`config.mk`:
```
export PLATFORM = sky130hd
export DESIGN_NAME = load_store_unit_flat
export DESIGN_NICKNAME = d
export VERILOG_FILES = /design/src/rtl/lsu_pkg.sv /design/src/rtl/lsu_if.sv /design/src/rtl/lsu_align.sv /design/src/rtl/load_store_unit.sv /design/src/flat_wrapper.sv
export SDC_FILE = /design/constraint.sdc
export NUM_CORES = 1
export LEC_CHECK = 0
export CAP_MARGIN = 20
export CORE_MARGIN = 4
export CORE_UTILIZATION = 52
export CTS_CLUSTER_DIAMETER = 50
export DETAILED_ROUTE_END_ITERATION = 7
export PLACE_DENSITY = 0.83
export SYNTH_ARGS = -nofsm -noshare
export SYNTH_HDL_FRONTEND = slang
export SYNTH_HIERARCHICAL = 1
export SYNTH_SLANG_ARGS = --single-unit
```
`constraint.sdc`:
```
create_clock -name clk -period 9.9 [get_ports clk]
set_input_delay 1.485 -clock clk [delete_from_list [all_inputs] [get_ports clk]]
set_output_delay 1.485 -clock clk [all_outputs]
set_load 0.01 [all_outputs]
```
`src/rtl/lsu_pkg.sv`:
```
// Shared definitions for the load/store unit: funct3 size/sign codes and
// the access FSM state encoding.
package lsu_pkg;

    // funct3 size/sign codes (BU/HU are legal on loads only)
    localparam logic [2:0] F3_B  = 3'b000;
    localparam logic [2:0] F3_H  = 3'b001;
    localparam logic [2:0] F3_W  = 3'b010;
    localparam logic [2:0] F3_BU = 3'b100;
    localparam logic [2:0] F3_HU = 3'b101;

    typedef enum logic [1:0] {
        ST_IDLE = 2'd0,
        ST_REQ  = 2'd1,
        ST_DONE = 2'd2
    } lsu_state_e;

endpackage

```
`src/rtl/lsu_if.sv`:
```
// Memory-side req/ack bus between the load/store unit (master) and memory (slave).
//   req    master->slave  request, held until ack
//   we     master->slave  1 = write
//   addr   master->slave  word-aligned address
//   be     master->slave  byte enables (0000 on reads)
//   wdata  master->slave  lane-replicated store data
//   ack    slave->master  access complete; rdata valid same cycle on reads
//   rdata  slave->master  read word
interface lsu_if;
    logic        req;
    logic        we;
    logic [31:0] addr;
    logic [3:0]  be;
    logic [31:0] wdata;
    logic        ack;
    logic [31:0] rdata;

    modport master (output req, we, addr, be, wdata, input ack, rdata);
    modport slave  (input req, we, addr, be, wdata, output ack, rdata);
endinterface

```
`src/rtl/lsu_align.sv`:
```
// Combinational byte-lane logic for the load/store unit.
//   Store side (live request): byte enables, replicated lane data, legality.
//   Load side (registered offset/size): lane select and sign/zero extension.
module lsu_align
    import lsu_pkg::*;
(
    input  logic [1:0]  st_off,
    input  logic [2:0]  st_funct3,
    input  logic        st_is_store,
    input  logic [31:0] st_wdata,
    output logic [3:0]  st_be,
    output logic [31:0] st_lane_data,
    output logic        st_legal,
    input  logic [1:0]  ld_off,
    input  logic [2:0]  ld_funct3,
    input  logic [31:0] ld_word,
    output logic [31:0] ld_data
);

    logic [7:0]  ld_byte;
    logic [15:0] ld_half;

    always_comb begin
        st_be        = '0;
        st_lane_data = st_wdata;
        st_legal     = 1'b0;
        case (st_funct3)
            F3_B: begin
                st_be        = 4'b0001 << st_off;
                st_lane_data = {4{st_wdata[7:0]}};
                st_legal     = 1'b1;
            end
            F3_H: begin
                st_be        = st_off[1] ? 4'b1100 : 4'b0011;
                st_lane_data = {2{st_wdata[15:0]}};
                st_legal     = !st_off[0];
            end
            F3_W: begin
                st_be    = 4'b1111;
                st_legal = (st_off == 2'b00);
            end
            F3_BU:   st_legal = !st_is_store;
            F3_HU:   st_legal = !st_is_store && !st_off[0];
            default: st_legal = 1'b0;
        endcase
    end

    always_comb begin
        case (ld_off)
            2'd0:    ld_byte = ld_word[7:0];
            2'd1:    ld_byte = ld_word[15:8];
            2'd2:    ld_byte = ld_word[23:16];
            default: ld_byte = ld_word[31:24];
        endcase
        ld_half = ld_off[1] ? ld_word[31:16] : ld_word[15:0];
        case (ld_funct3)
            F3_B:    ld_data = {{24{ld_byte[7]}}, ld_byte};
            F3_H:    ld_data = {{16{ld_half[15]}}, ld_half};
            F3_BU:   ld_data = {24'h0, ld_byte};
            F3_HU:   ld_data = {16'h0, ld_half};
            default: ld_data = ld_word;
        endcase
    end

endmodule

```
`src/rtl/load_store_unit.sv`:
```
// Load/store unit: runs one LB/LH/LW/LBU/LHU/SB/SH/SW access on a req/ack bus.
//   clk, reset          clock, async active-high reset
//   addr, wdata         effective address and store data from the core
//   mem_read/mem_write  access request; funct3 selects size/sign
//   stall               hold PC/regfile write (combinational)
//   rdata               extended load data, valid in DONE and held afterwards
//   err                 one-cycle reject/timeout indication
//   bus                 memory bus (master side)
// TIMEOUT: max REQ cycles waiting for ack before abort; 0 disables.
module load_store_unit
    import lsu_pkg::*;
#(
    parameter int unsigned TIMEOUT = 16
) (
    input  logic        clk,
    input  logic        reset,
    input  logic [31:0] addr,
    input  logic [31:0] wdata,
    input  logic        mem_read,
    input  logic        mem_write,
    input  logic [2:0]  funct3,
    output logic        stall,
    output logic [31:0] rdata,
    output logic        err,
    lsu_if.master       bus
);

    lsu_state_e  state_q, state_d;
    logic        req_q, req_d;
    logic        we_q, we_d;
    logic [31:0] baddr_q, baddr_d;
    logic [3:0]  be_q, be_d;
    logic [31:0] bwdata_q, bwdata_d;
    logic [1:0]  off_q, off_d;
    logic [2:0]  f3_q, f3_d;
    logic [31:0] rdata_q, rdata_d;
    logic        to_q, to_d;
    logic [31:0] cnt_q, cnt_d;

    logic [3:0]  st_be;
    logic [31:0] st_lane;
    logic        st_legal;
    logic [31:0] ld_data;

    lsu_align u_align (
        .st_off       (addr[1:0]),
        .st_funct3    (funct3),
        .st_is_store  (mem_write),
        .st_wdata     (wdata),
        .st_be        (st_be),
        .st_lane_data (st_lane),
        .st_legal     (st_legal),
        .ld_off       (off_q),
        .ld_funct3    (f3_q),
        .ld_word      (bus.rdata),
        .ld_data      (ld_data)
    );

    always_comb begin
        state_d  = state_q;
        req_d    = req_q;
        we_d     = we_q;
        baddr_d  = baddr_q;
        be_d     = be_q;
        bwdata_d = bwdata_q;
        off_d    = off_q;
        f3_d     = f3_q;
        rdata_d  = rdata_q;
        to_d     = to_q;
        cnt_d    = cnt_q;
        stall    = 1'b0;
        err      = 1'b0;
        case (state_q)
            ST_IDLE: begin
                if (mem_read || mem_write) begin
                    if ((mem_read && mem_write) || !st_legal) begin
                        err = 1'b1;
                    end else begin
                        stall    = 1'b1;
                        state_d  = ST_REQ;
                        req_d    = 1'b1;
                        we_d     = mem_write;
                        baddr_d  = {addr[31:2], 2'b00};
                        be_d     = mem_write ? st_be : 4'b0000;
                        bwdata_d = mem_write ? st_lane : '0;
                        off_d    = addr[1:0];
                        f3_d     = funct3;
                        cnt_d    = '0;
                        to_d     = 1'b0;
                    end
                end
            end
            ST_REQ: begin
                stall = 1'b1;
                if (bus.ack) begin
                    req_d   = 1'b0;
                    if (!we_q) rdata_d = ld_data;
                    state_d = ST_DONE;
                end else if (TIMEOUT != 0 && cnt_q == 32'(TIMEOUT - 1)) begin
                    req_d   = 1'b0;
                    rdata_d = '0;
                    to_d    = 1'b1;
                    state_d = ST_DONE;
                end else begin
                    cnt_d = cnt_q + 32'd1;
                end
            end
            ST_DONE: begin
                err     = to_q;
                to_d    = 1'b0;
                state_d = ST_IDLE;
            end
            default: state_d = ST_IDLE;
        endcase
    end

    always_ff @(posedge clk or posedge reset) begin
        if (reset) begin
            state_q  <= ST_IDLE;
            req_q    <= 1'b0;
            we_q     <= 1'b0;
            baddr_q  <= '0;
            be_q     <= '0;
            bwdata_q <= '0;
            off_q    <= '0;
            f3_q     <= '0;
            rdata_q  <= '0;
            to_q     <= 1'b0;
            cnt_q    <= '0;
        end else begin
            state_q  <= state_d;
            req_q    <= req_d;
            we_q     <= we_d;
            baddr_q  <= baddr_d;
            be_q     <= be_d;
            bwdata_q <= bwdata_d;
            off_q    <= off_d;
            f3_q     <= f3_d;
            rdata_q  <= rdata_d;
            to_q     <= to_d;
            cnt_q    <= cnt_d;
        end
    end

    assign bus.req   = req_q;
    assign bus.we    = we_q;
    assign bus.addr  = baddr_q;
    assign bus.be    = be_q;
    assign bus.wdata = bwdata_q;
    assign rdata     = rdata_q;

endmodule

```
`src/flat_wrapper.sv`:
```
// flat-port wrapper written by rule: the top's interface ports become plain ports
module load_store_unit_flat import lsu_pkg::*;
#(
    parameter int unsigned TIMEOUT = 16
)
  (clk, reset, addr, wdata, mem_read, mem_write, funct3, stall, rdata, err, bus_req, bus_we, bus_addr, bus_be, bus_wdata, bus_ack, bus_rdata);
  lsu_if bus_i ();
  input  logic clk;
  input  logic reset;
  input  logic [31:0] addr;
  input  logic [31:0] wdata;
  input  logic mem_read;
  input  logic mem_write;
  input  logic [2:0] funct3;
  output logic stall;
  output logic [31:0] rdata;
  output logic err;
  output wire logic [$bits(bus_i.req)-1:0] bus_req;
  output wire logic [$bits(bus_i.we)-1:0] bus_we;
  output wire logic [$bits(bus_i.addr)-1:0] bus_addr;
  output wire logic [$bits(bus_i.be)-1:0] bus_be;
  output wire logic [$bits(bus_i.wdata)-1:0] bus_wdata;
  input wire logic [$bits(bus_i.ack)-1:0] bus_ack;
  input wire logic [$bits(bus_i.rdata)-1:0] bus_rdata;
  assign bus_req = bus_i.req;
  assign bus_we = bus_i.we;
  assign bus_addr = bus_i.addr;
  assign bus_be = bus_i.be;
  assign bus_wdata = bus_i.wdata;
  assign bus_i.ack = bus_ack;
  assign bus_i.rdata = bus_rdata;
  load_store_unit #(.TIMEOUT(TIMEOUT)) u_core (.clk(clk), .reset(reset), .addr(addr), .wdata(wdata), .mem_read(mem_read), .mem_write(mem_write), .funct3(funct3), .stall(stall), .rdata(rdata), .err(err), .bus(bus_i));
endmodule
```
**Run 1: sequential cells colored by netlist name**

Other sequential cells in the stronger gray, the rest of the logic in the fainter gray.
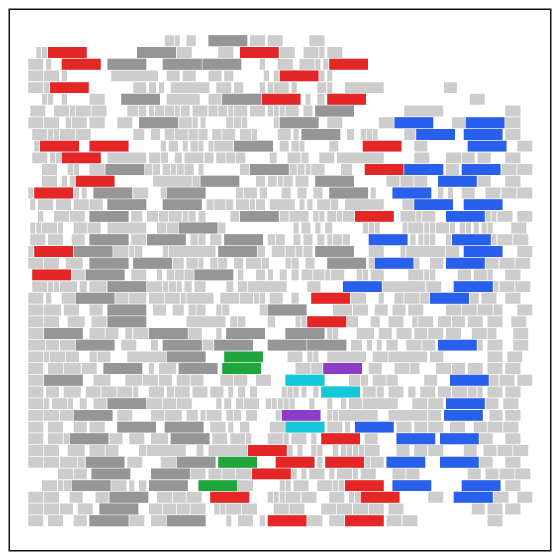
color	signal	sequential cells
green	`u_core/bus.be`	4
blue	`u_core/rdata`	32
red	`u_core/bus.addr`	30
cyan	`u_core/f3_q`	3
purple	`u_core/off_q`	2
not colored	69
power of the sequential group: 857 uW
FF/Latch Area: 3500 sq um

**Run 1: track usage over the die**

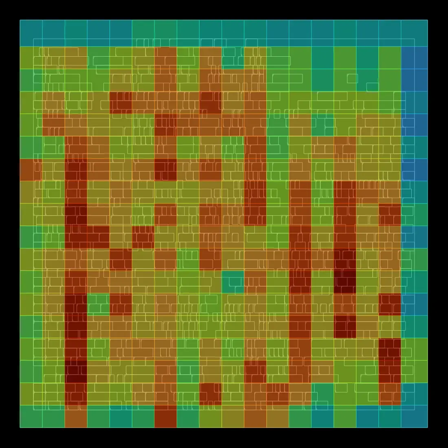
GRT Util Overall: 27.4%
wire per inst: 20.2 microns

**Run 1: M2 wires**

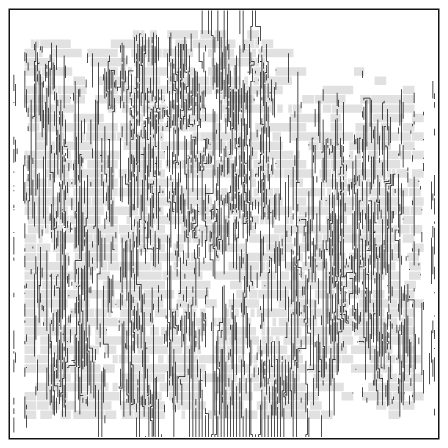
share of all routed wire	48%
wire length on this layer	10,500 microns
longest straight run	49.0 microns
GRT met2 Usage: 44.8%
wirelength, routed: 21,900 microns
DR vias: 6,562

## run 1: path summary, 6_finish.rpt
| kind | slack [ps] | end | depth (start not counted) | start |
|---|---|---|---|---|
| max | 3230 | stall | 5 | funct3[0] |
| min | 470 | u_core/bus.addr[28] | 2 | u_core/bus.addr[28] |
| min reg2reg | 470 | u_core/bus.addr[28] | 2 | u_core/bus.addr[28] |
| min in group asynchronous | 1550 | u_core/cnt_q[18] | 2 | reset |
| max reg2reg | 7100 | u_core/cnt_q[5] | 6 | u_core/cnt_q[5] |
| max in group asynchronous | 7020 | u_core/bus.be[3] | 3 | reset |
## run 1: registers in the layout, indices dropped and copies added, names as in the netlist
signal	flops
u_core/bus.wdata	32
u_core/cnt_q	32
u_core/f3_q	3
u_core/rdata	32
u_core/bus.we	1
u_core/bus.addr	30
u_core/to_q	1
u_core/bus.be	4
u_core/off_q	2
u_core/bus.req	1
u_core/state_q	2
## run 1: routing by layer
layer	up-vias	track usage [%]	part of all wire [%]
li1	2972	-	-
met4	0	10.3	2.5
met5	-	0	0
met3	45	8.66	9.3
met1	3176	34.3	40
met2	369	44.8	48
## run 1: stage by stage
step	setup WS, ps	hold WS [ps]	total power (uW)	std cells
final	3230	474	2350	1086
after global routing	2990	496	2460	1086
after CTS	3240	476	2350	1085
after detailed placement	3210	462	1700	1053
after global placement	3270	459	1680	1053
after floorplan	4660	462	1270	728
## run 1: layout make-up
class                   instances  share of cell area (%)
multi-input cells             513                    33.4
clock inverters                15                    1.77
repair buffers                213                    21.8
inverters                      12                   0.512
clock buffers                  17                    4.35
well taps                     176                    2.25
flip-flops and latches        140                    35.9
## run 1: synth_stat cells (all sizes together) (14+ instances only)
cell type,count
buf,37
o21ai,15
nor2,29
clkbuf,24
dfrtp,140
mux2,17
nand2,163
a22o,79
nor4,14
nand3,19
a21oi,31
mux2i,22
## run 1: cells by family (layout without fill, tap and decap cells)
family          Yosys count  after routing  share of synthesized area, %
other cells               1              2                        0.0523
flops                   140            140                          48.8
buf+inv                  75            257                          5.91
mux                      40             40                          6.05
xor+xnor                  1              1                         0.122
fa+ha+maj                 1              1                         0.174
compound gates          193            193                          20.9
simple gates            276            276                          18.0
## run 1: power by group
part	switching, uW	total, uW	leakage, uW	internal [uW]
Clock	248	643	0.000289	395
Sequential	128	857	0.00183	729
Combinational	379	848	0.00231	469
Total	755	2350	0.00443	1590
## run 1: critical path, cell delays in order
cell and delay [ps]:
clkdlybuf4s50_1 800, o41ai_1 1070, nand3_4 970, nand2_1 250, clkdlybuf4s50_1 570
==> run notes, run 1 <==
flow finished, numbers: Core Footprint 13,400 sq um, Synth area leader dfrtp_1, Worst Path Required 8420 ps, root buffer cell clkbuf_16, Max Fclk approximately 150 MHz, top cells, area dfrtp_1 49%, a22o_1 9.6%, nand2_1 8.5%, Comb area 3270 sq um, Final Util 72.9%, max_cap viols 0, post-route ant nets 0, worst skew pair latency approximately 420 ps, crit path capture type output port, status completed, Mapped Area 7180 sq um, largest net degree at the start of global routing 82, chip area in the Yosys report between 7000 and 8000 sq um, IO Port Bufs 205, IO Pins 208, Main synth FF type dfrtp_1, Cell Area, Placed 9150 sq um, most instantiated logic cells after routing 205 x clkdlybuf4s50_1, 163 x nand2_1, 140 x dfrtp_1, Yosys reg bits 140, first-pass GRT wire length ~35,000 microns, clk slew on worst S/H paths 60 ps, total setup buffers inserted after CTS 0, vias per cell 6.04, cells in synth_stat.txt 727, most numerous logic cell after layout clkdlybuf4s50_1, die span in x 125 microns, Final Critical Period 6670 ps, final setup TNS 0 ps, cts hold-fix bufs 0, Filler cells between 900 and 1,000, register area share after synthesis about half, PwrDens between 200 and 250 nW/um^2, CTS Buf Count 17, GP Congestion just over 0.9, slew margin rel. between 20% and 30%, Post-CTS Resized 0, post-DP HPWL roughly 15,000 microns, P&R area growth vs syn 36.2%, number of enable flip-flop cells 0, Bufs on Longest Clock Path 2, Setup Crit Path Kind primary input to output port, post-synth top area share between 40% and 50%, die height 125 microns, yosys warns 6, antenna cells 0, Hold Crit Class register to register, post-layout period usage 67.3%, max-slew violations 0, H-tree levels 4, final hold vios 0, Clock Sink Count approximately 140, post-route cell area between 9000 and 10,000 sq um, leakage 0.00443 uW, DR iter-0 viols 696, Log Warnings 26, RSZ-0062 raised after global routing false, Async SR Flop Fraction 100%, FP Rows between 40 and 50, first drt pass iteration count 5, worst-margin pin slew 1120 ps, chip area 15,700 sq um, syn avg cell area a little under 10 sq um, Post-Route Skew 10.1 ps
==> run 1 -> run 2 <==
--- a/config.mk
+++ b/config.mk
@@ -7,10 +7,10 @@
 export LEC_CHECK = 0
 export CAP_MARGIN = 20
 export CORE_MARGIN = 4
-export CORE_UTILIZATION = 52
+export CORE_UTILIZATION = 48
 export CTS_CLUSTER_DIAMETER = 50
 export DETAILED_ROUTE_END_ITERATION = 7
-export PLACE_DENSITY = 0.83
+export PLACE_DENSITY = 0.78
 export SYNTH_ARGS = -nofsm -noshare
 export SYNTH_HDL_FRONTEND = slang
 export SYNTH_HIERARCHICAL = 1
==> constraint.sdc (replaced) <==
create_clock -name clk -period 6.3 [get_ports clk]
set_input_delay 0.945 -clock clk [delete_from_list [all_inputs] [get_ports clk]]
set_output_delay 0.945 -clock clk [all_outputs]
set_load 0.01 [all_outputs]
**Run 2: track usage over the die**

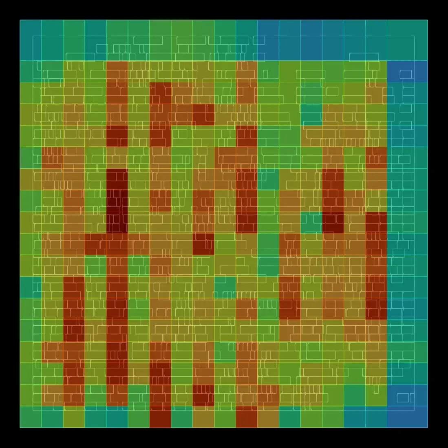
GRT met3 Usage: 8.43%
met1 Use GR: 33.0%
GRT met2 Usage: 41.2%

**Run 2: met3 routing**

The bar under the picture is 50 microns long.
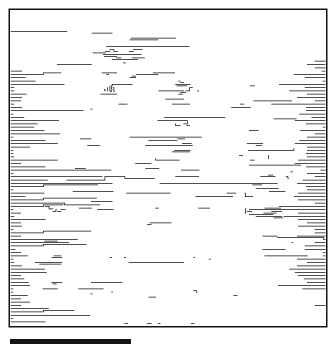
wire length on this layer	2,480 microns
share of all routed wire	11%
nets with wire on the layer	231
main direction	horizontal

==> run 2 against run 1 <==
  * Sequential share of layout area down 0.15 points
  * Combinational power is 57% higher
  * Final cell count increased by 0.92%
==> run notes, run 2 <==
flow finished, numbers: status completed, FF/Latch Area 3500 sq um (unchanged), Post-Route Skew 6.79 ps (-3.30 ps), final setup TNS 0 ps (unchanged), most numerous logic cell after layout clkdlybuf4s50_1, most numerous cell in the Yosys netlist nand2_1, syn avg cell area 9.87 sq um (unchanged), Hold Path Stages 2 (unchanged), clk slew on worst S/H paths 50 ps (about the same), vias per cell 6.04 (about the same), Log Warnings 26 (unchanged), max-slew violations 0 (unchanged), post-route ant nets 0 (unchanged), antenna cells 0 (unchanged), Final Critical Period approximately 4500 ps, final hold vios 0 (unchanged), wire per inst 19.9 microns (-1.4%), P&R area growth vs syn 36.7%, yosys warns 6 (unchanged), Bufs on Longest Clock Path 2 (unchanged), post-DP HPWL 14,900 microns (-1.7%), number of enable flip-flop cells 0 (unchanged), worst-margin pin slew 1120 ps (-1.83 ps), H-tree levels 4 (unchanged), Main synth FF type dfrtp_1, final worst slack 1840 ps (-1390 ps), worst-path cell chain clkdlybuf4s50_1 -> o41ai_1 -> clkbuf_2 -> o21bai_1 -> a21oi_1 -> a21oi_1 -> nor2_1 -> clkdlybuf4s50_1, most instantiated logic cells after routing 205 x clkdlybuf4s50_1, 163 x nand2_1, 140 x dfrtp_1, kind of cell adding the most delay to the critical path buffers and inverters, Setup Crit Path Kind primary input to output port, total setup buffers inserted after CTS 0 (unchanged), Comb area 3270 sq um (unchanged), GP Congestion 0.934 (+1.9%), die span in x 130 microns (+3.8%), RSZ-0062 raised after global routing false, GRT Util Overall 25.8% (-1.6 points), Mapped Area 7180 sq um (unchanged), Pwr Total 3720 uW (+58%), slew margin rel. 24.7% (+0.12 points), PwrDens 379 nW/um^2 (+58%), Worst R2R End u_core/cnt_q[5], Max Fclk ~220 MHz, leakage 0.00444 uW (+0.26%), root buffer cell clkbuf_16, Yosys reg bits 140 (unchanged), post-layout period usage 70.8%, first drt pass iteration count 7 (+2), max_cap viols 0 (unchanged), die height 130 microns (+3.8%), Levels on crit path 8 (+3), Worst Path Required 5350 ps (-3070 ps), cells in synth_stat.txt 727 (unchanged), first-pass GRT wire length 34,100 microns (-1.8%), Clock Sink Count 140 (unchanged), Synth area leader dfrtp_1, IO Port Bufs 205 (unchanged), FP Rows 44 (+4.8%), Final Util 67.3% (-5.7 points), Post-CTS Resized 0 (unchanged), post-synth top area share 48.8% (unchanged), crit path capture type output port, CTS Buf Count 17 (unchanged), DR vias 6,624 (+0.94%), R2R depth 6 (unchanged), top cells, area dfrtp_1 49%, a22o_1 9.6%, nand2_1 8.5%, most numerous cell types in the synthesized netlist 163 x nand2_1, 140 x dfrtp_1, 79 x a22o_1, Hold Crit Class register to register, worst skew pair latency 410 ps (about the same), Async SR Flop Fraction 100% (unchanged), pre-CTS setup slack 1450 ps (-1760 ps), hold endpoint u_core/bus.addr[14], register area share after synthesis 48.8% (unchanged), cts hold-fix bufs 0 (unchanged), reg2reg setup slack 3420 ps (-3680 ps)
run 2: layout make-up:
cell class	instances	area share [%]
clock buffers	20	4.55
clock inverters	12	1.73
inverters	12	0.510
multi-input cells	513	33.3
flip-flops and latches	140	35.7
well taps	184	2.35
repair buffers	215	21.9
run 2: how the worst max path moves through the flow:
stage	slack (ps)	startpoint	to
final	1840	funct3[0]	err
after floorplan	1600	reset	u_core/bus.addr[10]
after CTS	1450	funct3[0]	err
after global routing	1650	funct3[0]	err
after detailed placement	1450	funct3[0]	err
after global placement	1450	funct3[0]	err
run 2: per-stage QoR:
stage	cell area [sq um]	instances
after floorplan	7180	728
after global placement	9160	1062
after detailed placement	9160	1062
after CTS	9780	1094
after global routing	9810	1096
final	9810	1096
run 2: metal layers:
layer / up-vias / wire [microns] / GRT usage (%)
met4: 0 / 495 / 9.41
met3: 41 / 2480 / 8.43
li1: 2974 / - / -
met5: - / 0 / 0
met2: 392 / 10100 / 41.2
met1: 3217 / 8780 / 33.0
run 2: logic make-up after synthesis:
logic type,after synthesis,share of synthesized area [%]
and+or+nand+nor,276,18.0
AOI/OAI and AO/OA,193,20.9
DFF,140,48.8
buffers and inverters,75,5.91
muxes,40,6.05
adders and majority gates,1,0.174
other,1,0.0523
xor gates and xnor gates,1,0.122
run 2: worst register-to-register path, delay by kind of cell, from the launching register on:
kind	cells	cell delay, ps
DFF	1	460
and+or+nand+nor	3	1250
AOI/OAI and AO/OA	2	810
buffers and inverters	1	280
run 2: power breakdown:
part	switching, uW	leakage [uW]	internal (uW)
clock	377	0.000292	670
combinational	594	0.00232	739
sequential	194	0.00183	1150
total	1170	0.00444	2550
Power figures rest on the tool's default switching activity, not on a simulated workload.
